===== config.mk =====
export PLATFORM = sky130hd
export DESIGN_NAME = jhash_key_packer
export DESIGN_NICKNAME = d
export VERILOG_FILES = /design/src/rtl/jhash_pkg.sv /design/src/rtl/jhash_key_buf.sv /design/src/rtl/jhash_key_packer.sv
export SDC_FILE = /design/constraint.sdc
export NUM_CORES = 1
export LEC_CHECK = 0
export CAP_MARGIN = 20
export CORE_MARGIN = 2
export CORE_UTILIZATION = 40
export DETAILED_ROUTE_END_ITERATION = 12
export MAX_ROUTING_LAYER = met4
export PLACE_DENSITY = 0.53
export SETUP_SLACK_MARGIN = 0.2
export SLEW_MARGIN = 5
export SYNTH_ARGS = -nofsm -noshare
export SYNTH_HDL_FRONTEND = slang
export SYNTH_SLANG_ARGS = --single-unit

===== constraint.sdc =====
create_clock -name clk -period 17.09 [get_ports clk]
set_input_delay 3.418 -clock clk [delete_from_list [all_inputs] [get_ports clk]]
set_output_delay 3.418 -clock clk [all_outputs]
set_load 0.02 [all_outputs]

===== src/rtl/jhash_pkg.sv =====
// Shared types and helpers for the jhash key packer.
// JKP_BIG_ENDIAN_EN selects big-endian byte packing.
package jhash_pkg;

  localparam int WORD_W    = 64;
  localparam int LEN_W_DEF = 12;

  typedef enum logic [1:0] {
    ACCEPT,
    EMIT,
    WAIT,
    DROP
  } state_t;

  function automatic logic [WORD_W-1:0] pack_byte(
    input logic [2:0] idx,
    input logic [7:0] b
  );
`ifdef JKP_BIG_ENDIAN_EN
    return {b, 56'b0} >> {idx, 3'b0};
`else
    return {56'b0, b} << {idx, 3'b0};
`endif
  endfunction

endpackage


===== src/rtl/jhash_key_buf.sv =====
// Key word buffer: one write port, one combinational read port.
// Contents are never reset.
module jhash_key_buf #(
  parameter int DEPTH = 16,
  parameter int AW    = 4,
  parameter int W     = 64
) (
  input  logic         clk,
  input  logic         we,
  input  logic [AW-1:0] waddr,
  input  logic [W-1:0] wdata,
  input  logic [AW-1:0] raddr,
  output logic [W-1:0] rdata
);

  logic [W-1:0] mem [DEPTH];

  always_ff @(posedge clk) begin
    if (we) mem[waddr] <= wdata;
  end

  assign rdata = mem[raddr];

endmodule


===== src/rtl/jhash_key_packer.sv =====
// Packs a byte stream into 64-bit words and replays them to a hash core.
// Define JKP_BIG_ENDIAN_EN for big-endian packing.
module jhash_key_packer
  import jhash_pkg::*;
#(
  parameter int DEPTH = 16,
  parameter int LEN_W = LEN_W_DEF
) (
  input  logic              clk,
  input  logic              rst,
  input  logic              in_valid,
  input  logic [7:0]        in_data,
  input  logic              in_last,
  output logic              in_ready,
  output logic              ce,
  output logic [WORD_W-1:0] id,
  output logic              last,
  output logic [LEN_W-1:0]  len,
  input  logic              hash_done,
  output logic              busy,
  output logic              ovf
);

  localparam int AW = (DEPTH > 1) ? $clog2(DEPTH) : 1;
  localparam int PW = $clog2(DEPTH + 1);

  state_t state, state_n;

  logic [PW-1:0]     wr_ptr, rd_ptr;
  logic [2:0]        byte_idx;
  logic [WORD_W-1:0] asm_q, asm_n;
  logic [WORD_W-1:0] id_q, rd_data;
  logic [LEN_W-1:0]  word_cnt;
  logic              xfer, full, wr_en;

  assign in_ready = (state == ACCEPT) || (state == DROP);
  assign xfer     = in_valid && in_ready;
  // next byte would open a word beyond the buffer
  assign full     = (byte_idx == 3'd0) && (wr_ptr == PW'(DEPTH));
  assign asm_n    = asm_q | pack_byte(byte_idx, in_data);
  assign wr_en    = xfer && (state == ACCEPT) && !full
                 && ((byte_idx == 3'd7) || in_last);

  assign ce   = (state == EMIT);
  assign last = ce && (LEN_W'(rd_ptr) == word_cnt - LEN_W'(1));
  assign id   = ce ? rd_data : id_q;
  assign len  = word_cnt;
  assign ovf  = xfer && in_last
             && ((state == DROP) || ((state == ACCEPT) && full));
  assign busy = (state != ACCEPT) || (wr_ptr != '0)
             || (byte_idx != 3'd0);

  jhash_key_buf #(
    .DEPTH (DEPTH),
    .AW    (AW),
    .W     (WORD_W)
  ) u_buf (
    .clk   (clk),
    .we    (wr_en),
    .waddr (wr_ptr[AW-1:0]),
    .wdata (asm_n),
    .raddr (rd_ptr[AW-1:0]),
    .rdata (rd_data)
  );

  always_comb begin
    state_n = state;
    case (state)
      ACCEPT: begin
        if (xfer) begin
          if (full)         state_n = in_last ? ACCEPT : DROP;
          else if (in_last) state_n = EMIT;
        end
      end
      EMIT:    if (last)              state_n = WAIT;
      WAIT:    if (hash_done)         state_n = ACCEPT;
      DROP:    if (xfer && in_last)   state_n = ACCEPT;
      default:                        state_n = ACCEPT;
    endcase
  end

  always_ff @(posedge clk) begin
    if (rst) begin
      state    <= ACCEPT;
      wr_ptr   <= '0;
      rd_ptr   <= '0;
      byte_idx <= '0;
      asm_q    <= '0;
      word_cnt <= '0;
      id_q     <= '0;
    end else begin
      state <= state_n;
      case (state)
        ACCEPT: begin
          if (xfer && full) begin
            wr_ptr   <= '0;
            byte_idx <= '0;
            asm_q    <= '0;
          end else if (xfer) begin
            byte_idx <= byte_idx + 3'd1;
            asm_q    <= wr_en ? '0 : asm_n;
            if (wr_en) wr_ptr <= wr_ptr + PW'(1);
            if (in_last) begin
              byte_idx <= '0;
              word_cnt <= LEN_W'(wr_ptr) + LEN_W'(1);
            end
          end
        end
        EMIT: begin
          id_q   <= rd_data;
          rd_ptr <= rd_ptr + PW'(1);
        end
        WAIT: begin
          if (hash_done) begin
            wr_ptr   <= '0;
            rd_ptr   <= '0;
            byte_idx <= '0;
            asm_q    <= '0;
          end
        end
        default: ;
      endcase
    end
  end

endmodule


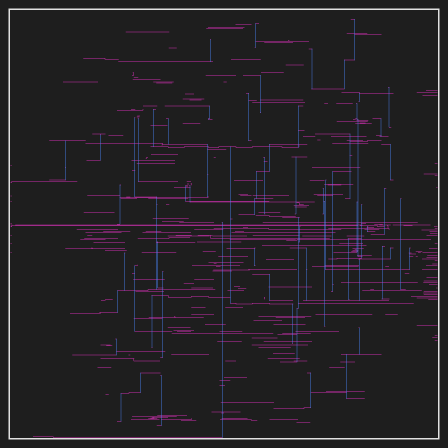
(run_1/layers.png)
Only two layers are drawn.
- magenta: M3 (wire length 7570 µm)
- blue: M4 (wire length 2620 µm)
routed length per instance: 28.7 µm
Total Wirelength: 115000 µm
via count: 22.7k
Total GRT Usage: 20.4%

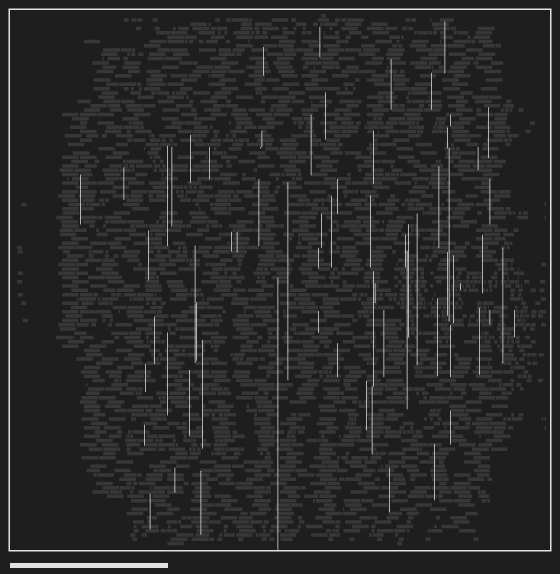
(run_1/m4.png)
Scale bar: 100 µm. Cells faint in the background.
- main direction: vertical
- wire length on this layer: 2620 µm
- nets with wire on the layer: 30

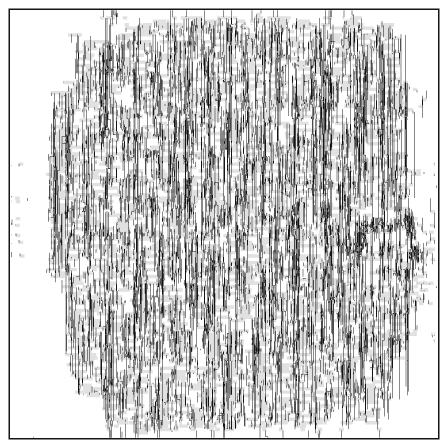
(run_1/m2.png)
Cells faint in the background.
- share of all routed wire: 48%
- main direction: vertical
- wire length on this layer: 55.4 mm
met2 Usage GRT: 32.0%

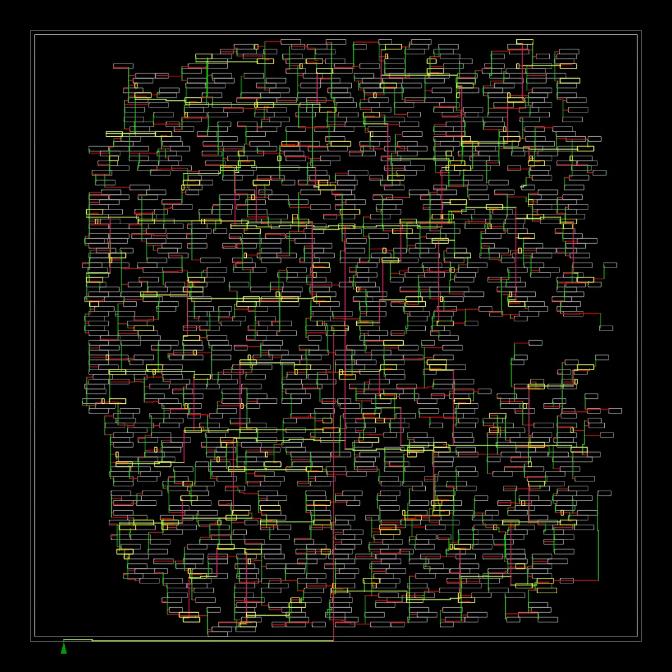
(run_1/clock_nets.png)
seq_cells: 1177
clock latency at the later pin of the worst-skew pair: 0.70 ns
Final Skew: 0.0206 ns
Clk power: 2670 µW
CTS Buf Count: 118

## run 1: report_power, final
part | internal, µW | switching [µW] | total (µW)
Combinational | 581 | 744 | 1330
Clock | 1590 | 1080 | 2670
Sequential | 3190 | 53.0 | 3240
Total | 5360 | 1880 | 7240
## run 1: registers in the layout, summed over array words and instances, names as in the netlist, named ones only
name	flops
rd_ptr	5
state	2
wr_ptr	5
asm_q	64
len	6
u_buf.mem	1024
byte_idx	3
id_q	64
## run 1: placed cells by master (no fill, tap or decap), types with 6 or more instances in the layout
cell	netlist	final
a211oi_1	6	6
a21o_1	65	65
a21oi_1	7	7
a22oi_1	7	7
a22oi_2	60	60
buf_4	7	54
bufinv_16	0	16
clkbuf_1	68	33
clkbuf_16	0	118
clkbuf_8	0	17
clkdlybuf4s50_1	0	86
clkinv_1	0	10
clkinv_2	0	18
conb_1	1	6
dfxtp_1	153	150
edfxtp_1	1024	1024
ha_1	14	13
inv_1	14	14
mux2i_1	135	135
mux4_2	256	256
nand2_1	13	12
nand2b_1	71	70
nor2_1	35	24
nor2_2	60	60
nor2_4	0	11
nor2b_1	66	66
nor3_2	1	13
o221ai_1	65	65
## run 1: worst max-delay path, cell delays in order
cell and delay, ns:
clkdlybuf4s50_1 0.63, nand2b_1 0.12, nor3b_1 0.28, clkdlybuf4s50_1 0.66
## run 1: metrics by stage
step / area (µm²) / setup slack (ns) / total power [µW] / std cells
floorplan: 45800 / 8.17 / 4170 / 2277
global placement: 48600 / 8.48 / 4640 / 3792
detailed placement: 48600 / 8.54 / 4650 / 3793
CTS: 52600 / 8.52 / 7320 / 4016
global route: 52700 / 8.47 / 7500 / 4020
finish: 52700 / 8.55 / 7240 / 4020
## run 1: cell type report
| class | instances | area, µm² | area share [%] |
|---|---|---|---|
| clock buffers | 167 | 3300 | 6.26 |
| repair buffers | 149 | 1430 | 2.71 |
| well taps | 1512 | 1890 | 3.59 |
| multi-input cells | 943 | 11400 | 21.7 |
| flip-flops and latches | 1177 | 33800 | 64.2 |
| clock inverters | 56 | 743 | 1.41 |
| inverters | 15 | 56.3 | 0.107 |
| diodes | 1 | 2.50 | 0.00475 |
## run 1: cells by family after synthesis
logic type	after synthesis
simple gates	285
buf+inv	157
fa+ha+maj	14
mux	391
compound gates	238
xor+xnor	9
other cells	1
flops	1177
## run 1: layer usage
layer | up-vias | wire length (µm) | GRT usage (%)
li1 | 9556 | - | -
met1 | 12200 | 49900 | 27.5
met2 | 705 | 55400 | 32.0
met3 | 167 | 7570 | 3.79
met4 | 0 | 2620 | 5.15
met5 | - | 0 | -
## run 1: final timing paths
path | from | slack [ns] | endpoint
min reg2reg | asm_q[50] | 0.50 | asm_q[50]
min | asm_q[50] | 0.50 | asm_q[50]
max reg2reg | byte_idx[0] | 12.89 | u_buf.mem[4][6]
max | in_last | 8.55 | ovf
==> out/results.ini, run 1 <==
[outcome]
status=finished, final reports clean

[clock_network]
cts.clk_slew.worst_paths_ns=0.06
postCtsHoldBufs=0
cts_buffer_depth=3
cts_resized=0

[yosys]
synth-main-ff-cell=edfxtp_1
top_cell=edfxtp_1
top_cells_by_count=edfxtp_1, mux4_2, dfxtp_1
ys.flops=1177
top_area_cell=edfxtp_1
yosys_cells=2272
yosys.area_share.aoi_pct=4.73
mux_share_pct=15.6
synth_cell_types=57
top_cell_area_share_pct=67.2
ys_sh_adder_pct=0.383

[setup_path]
start_kind=primary input
end_kind=output pin
worst_ep_required_time_ns=13.67
cp_max_fo=8
worstPathArrival_ns=5.12
path_class=primary input to output pin

[floorplan]
die_h_um=342
die_area_um2=117000
core_um2=114000
core.rowCount=124

[drt]
drt-initial-drc-count=2037
final_antenna_net_count=0
drc=0

[hold_path]
hp-class=register to register

[sta]
final_hold_viol_count=0
finalClockPeriodUsage_pct=50.0
fmax_mhz=117
slew_violations=0
rsz0062_at_grt=false
fin_hold_ws_ns=0.498
fin_setup_tns_ns=0

[place]
io_buffers=87
dp_hpwl_um=55900

[grt]
grt_antenna_before_repair=5
grt_pass1_vias=23200

[pwr]
p_leak_uw=0.0168
pwr_density_cell_nw_per_um2=137

[flow_run]
max_cap_violations=0

[finish]
nets=2431

==> run_1/sizing.png <==
Scale bar: 100 µm.
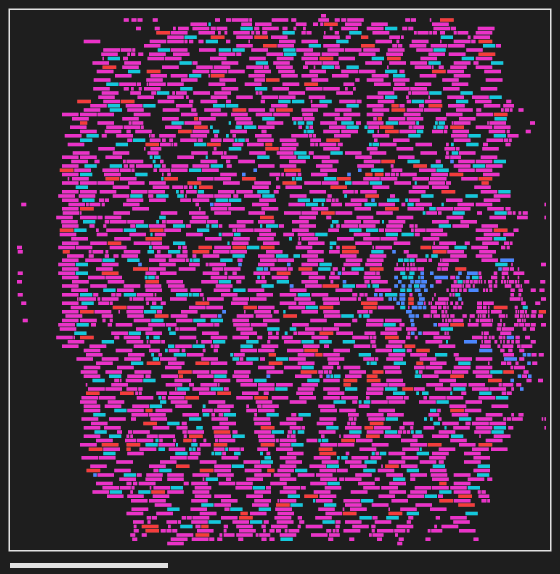

==> inputs of run 2 (changes only) <==
Settings changed: PLACE_DENSITY 0.53 to 0.55.
Clock period 17.09 ns to 7.3 ns, I/O delays scaled along.
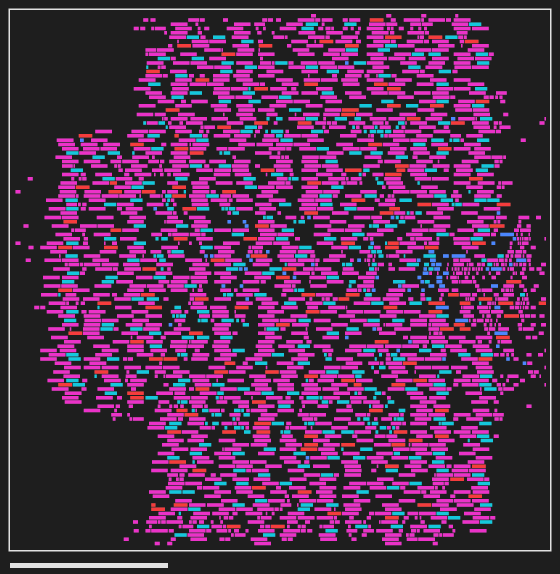
(run_2/sizing.png)
Scale bar: 100 µm.
- blue: x3 and x4 (cells 69; share 2.8%; most used buf_4)
- red: x6 and larger (cells 151; share 6.0%; most used clkbuf_16)
- cyan: x2 (cells 413; share 17%; most used mux4_2)
- magenta: x1 and smaller (cells 1866; share 75%; most used edfxtp_1)

==> run 2 against run 1 <==
Compared with the run above: synthesized area unchanged; sequential share of layout area grew 0.26 points; non-clock buffer count is 4 lower; synthesized cell count unchanged; cell count decreased by 0.15%; sequential cell count unchanged; clock skew is 0.0041 ns higher; sequential power grew 130%; critical path depth is 1 higher; critical path type is now register to output pin; highest routed layer unchanged.
==> out/results.ini, run 2 <==
[setup_path]
rrSetupSlack_ns=3.45
worstPathArrival_ns=4.05
timing.critical_path.buf_inv=2
reg2reg_to=u_buf.mem[2][1]

[finish]
top_regs=u_buf.mem x1024, asm_q x64, id_q x64
nets=2425
fin_cells=4014
regMostFlops=u_buf.mem

[yosys]
synth-main-ff-cell=edfxtp_1
ys.flops=1177
top_area_cell=edfxtp_1
synth_cell_types=57

[place]
place_inst=3791

[grt]
grt_pass1_vias=23300
grt_antenna_before_repair=4

[drt]
wl_um=111000
drt-initial-drc-count=2141

[outcome]
status=finished, final reports clean

[floorplan]
die_area_um2=117000
die_h_um=342
core_um2=114000

[sta]
slew_violations=0
skew_ns=0.0247
finalClockPeriodUsage_pct=75.5

[clock_network]
postCtsHoldBufs=0
cts.clk_slew.worst_paths_ns=0.06
cts_resized=0

[flow_run]
max_cap_violations=0

[hold_path]
whs_endpoint=asm_q[50]

[pwr]
p_leak_uw=0.0167

run 2: area by class of cell:
class	instances	area (µm²)	share of cell area [%]
Clock buffer	147	3110	5.93
Tap cell	1512	1890	3.60
Inverter	15	56.3	0.107
Antenna cell	3	7.51	0.0143
Clock inverter	72	646	1.23
Timing Repair Buffer	145	1510	2.88
Multi-Input combinational cell	943	11400	21.8
Sequential cell	1177	33800	64.5
run 2: worst register-to-register path, stage by stage, from the launching register on:
cell	delay, ns
dfxtp_1	0.64
ha_1	0.35
o211ai_1	0.17
a31oi_1	0.45
nand2_1	0.35
nor3_2	0.22
buf_4	0.74
buf_4	0.55
run 2: power breakdown:
group / internal [µW] / switching (µW)
sequential: 7470 / 122
clock: 3400 / 2510
combinational: 1380 / 1710
total: 12200 / 4350
run 2: cell families after synthesis:
| kind of cell | count (synthesis) | share of synthesized area, % |
|---|---|---|
| multiplexers | 391 | 15.6 |
| flip-flops | 1177 | 73.9 |
| other | 1 | 0.00819 |
| adder cells (fa/ha/maj) | 14 | 0.383 |
| buffers and inverters | 157 | 1.56 |
| AND/OR/NAND/NOR | 285 | 3.67 |
| XOR/XNOR | 9 | 0.202 |
| AND-OR/OR-AND | 238 | 4.73 |
run 2: through the flow:
step / worst slack [ns] / power (µW) / hold slack, ns / area [µm²] / utilization [%]
floorplan: 0.342 / 9750 / 0.467 / 45800 / -
detailed placement: 2.35 / 10900 / 0.487 / 48700 / 42.8
global placement: 2.43 / 10800 / 0.480 / 48600 / 42.7
CTS: 1.69 / 16800 / 0.501 / 52400 / 46.1
global route: 1.52 / 17200 / 0.513 / 52500 / 46.1
finish: 1.79 / 16600 / 0.498 / 52500 / 46.1
run 2: metal layers:
metal | part of all wire (%) | track usage [%]
met4 | 1.7 | 4.40
met5 | 0 | -
met1 | 44 | 27.0
met3 | 5.5 | 2.72
met2 | 49 | 31.5
run 2: how the worst max path moves through the flow:
| stage | startpoint | to | slack (ns) | cells after the start |
|---|---|---|---|---|
| 6_report | register | id[32] | 1.79 | 5 |
| 5_1_grt | register | id[32] | 1.52 | 5 |
| 4_1_cts | register | id[32] | 1.69 | 5 |
| 3_5_place_dp | in_last | u_buf.mem[2][2] | 2.35 | 7 |
| 3_3_place_gp | in_last | u_buf.mem[2][5] | 2.43 | 7 |
| 2_1_floorplan | in_last | u_buf.mem[0][0] | 0.34 | 4 |
==> run_2/m4.png <==
Scale bar: 100 µm. Cells faint in the background.
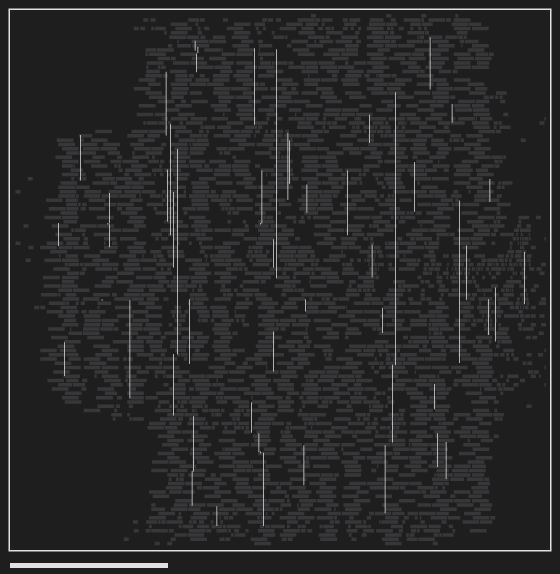

==> inputs of run 3 (changes only) <==
Settings changed: PLACE_DENSITY 0.55 to 0.53.
Clock period 7.3 ns to 5.2 ns, I/O delays scaled along.
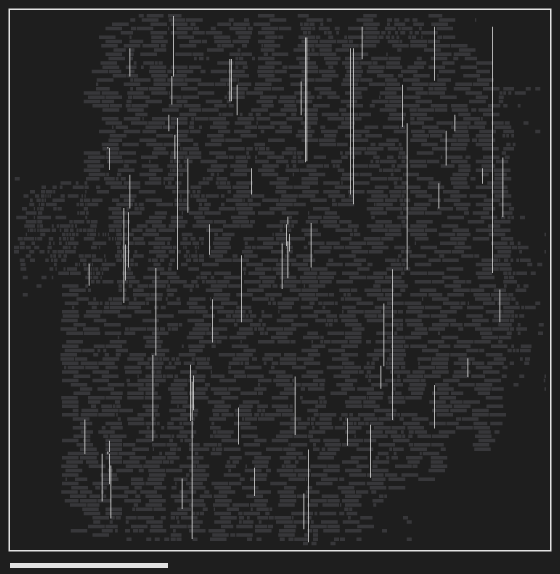
(run_3/m4.png)
Scale bar: 100 µm. Cells faint in the background.
- main direction: vertical
- wire length on this layer: 2290 µm
- longest straight run: 156 µm
- nets with wire on the layer: 30
- share of all routed wire: 2.0%
Total Wirelength: 114000 µm
via count: 22.6k

==> run 3 against run 2 <==
Compared with the run above: first-iteration DRC count is 9.2% lower; clock power up 44%; utilization increased by 0.28 points; clock skew fell by 0.0052 ns; critical path depth grew 2; cell area is 0.62% higher; combinational power increased by 42%; critical path type unchanged; largest cell class unchanged.
==> out/results.ini, run 3 <==
[setup_path]
reg2reg_to=u_buf.mem[5][21]
path_class=register to output pin
worstPathArrival_ns=3.70

[sta]
slew_violations=0
fin_hold_ws_ns=0.501
fin_setup_tns_ns=0

[finish]
fin_area_um2=52800
mi_logic_area_um2=11400
largest_reg_flops=1024
most-common-layout-cells=edfxtp_1, mux4_2, dfxtp_1
fin_util_pct=46.4

[grt]
grt_use_total_pct=20.2
grt_pass1_vias=23500
grt_antenna_before_repair=2

[yosys]
top_cells_by_count=edfxtp_1, mux4_2, dfxtp_1
yosys_cells=2272

[hold_path]
hp-class=register to register
hp-start=asm_q[53]

[outcome]
status=finished, final reports clean

[clock_network]
cts_buffers=121
postCtsHoldBufs=0
cts.clk_slew.worst_paths_ns=0.06

[floorplan]
die_h_um=342
core_um2=114000

[drt]
final_antenna_net_count=0
drt-initial-drc-count=1944

[flow_run]
max_cap_violations=0

[pwr]
switchingPower_uw=6120

==> run 3: cell counts after synthesis <==
Identical to the previous run, type by type.
==> run 3: worst max path at each step <==
| stage | start | end | cells past startpoint |
|---|---|---|---|
| 2_1_floorplan | in_last | u_buf.mem[1][0] | 4 |
| 3_3_place_gp | in_last | u_buf.mem[5][31] | 6 |
| 3_5_place_dp | in_last | u_buf.mem[5][21] | 6 |
| 4_1_cts | register | id[57] | 5 |
| 5_1_grt | len[0] | last | 7 |
| 6_report | state[1] | id[59] | 7 |
==> run 3: area by class of cell <==
| class | instances | share of cell area, % |
|---|---|---|
| inverters | 15 | 0.107 |
| repair buffers | 156 | 3.23 |
| multi-input cells | 943 | 21.7 |
| well taps | 1512 | 3.58 |
| clock inverters | 53 | 0.972 |
| clock buffers | 173 | 6.39 |
| flip-flops and latches | 1177 | 64.1 |
==> run 3: logic make-up after synthesis <==
logic type / Yosys count / share of synthesized area, %
multiplexers: 391 / 15.6
AND-OR/OR-AND: 238 / 4.73
flip-flops: 1177 / 73.9
other: 1 / 0.00819
buffers and inverters: 157 / 1.56
AND/OR/NAND/NOR: 285 / 3.67
XOR/XNOR: 9 / 0.202
adder cells (fa/ha/maj): 14 / 0.383
==> run 3: worst max-delay path, stage by stage (launching register included) <==
cell and delay [ns]:
dfxtp_1 0.35, inv_1 0.18, ha_4 0.33, buf_4 0.55
buf_4 0.49, nand2b_1 0.17, o221ai_1 0.25, clkdlybuf4s50_1 0.65
==> run 3: power by group through the flow <==
stage	Sequential (µW)	Combinational, µW	Clock (µW)
floorplan	10800	2930	0
global placement	10800	4440	0
detailed placement	10800	4470	0
finish	10600	4390	8500
CTS	10600	4490	8690
global route	10600	4710	9050
==> run 3: metal layers <==
layer	wire length [µm]	global-route usage [%]
met1	50300	27.5
met4	2290	5.20
met2	55800	32.1
met5	0	-
met3	5420	2.77
==> run 3: through the flow <==
stage,cells,setup WS [ns]
6_report,4029,0.458
5_1_grt,4029,0.233
4_1_cts,4027,0.415
3_5_place_dp,3801,1.09
3_3_place_gp,3800,1.19
2_1_floorplan,2277,-1.34
Power is estimated from default activity; no workload was simulated.
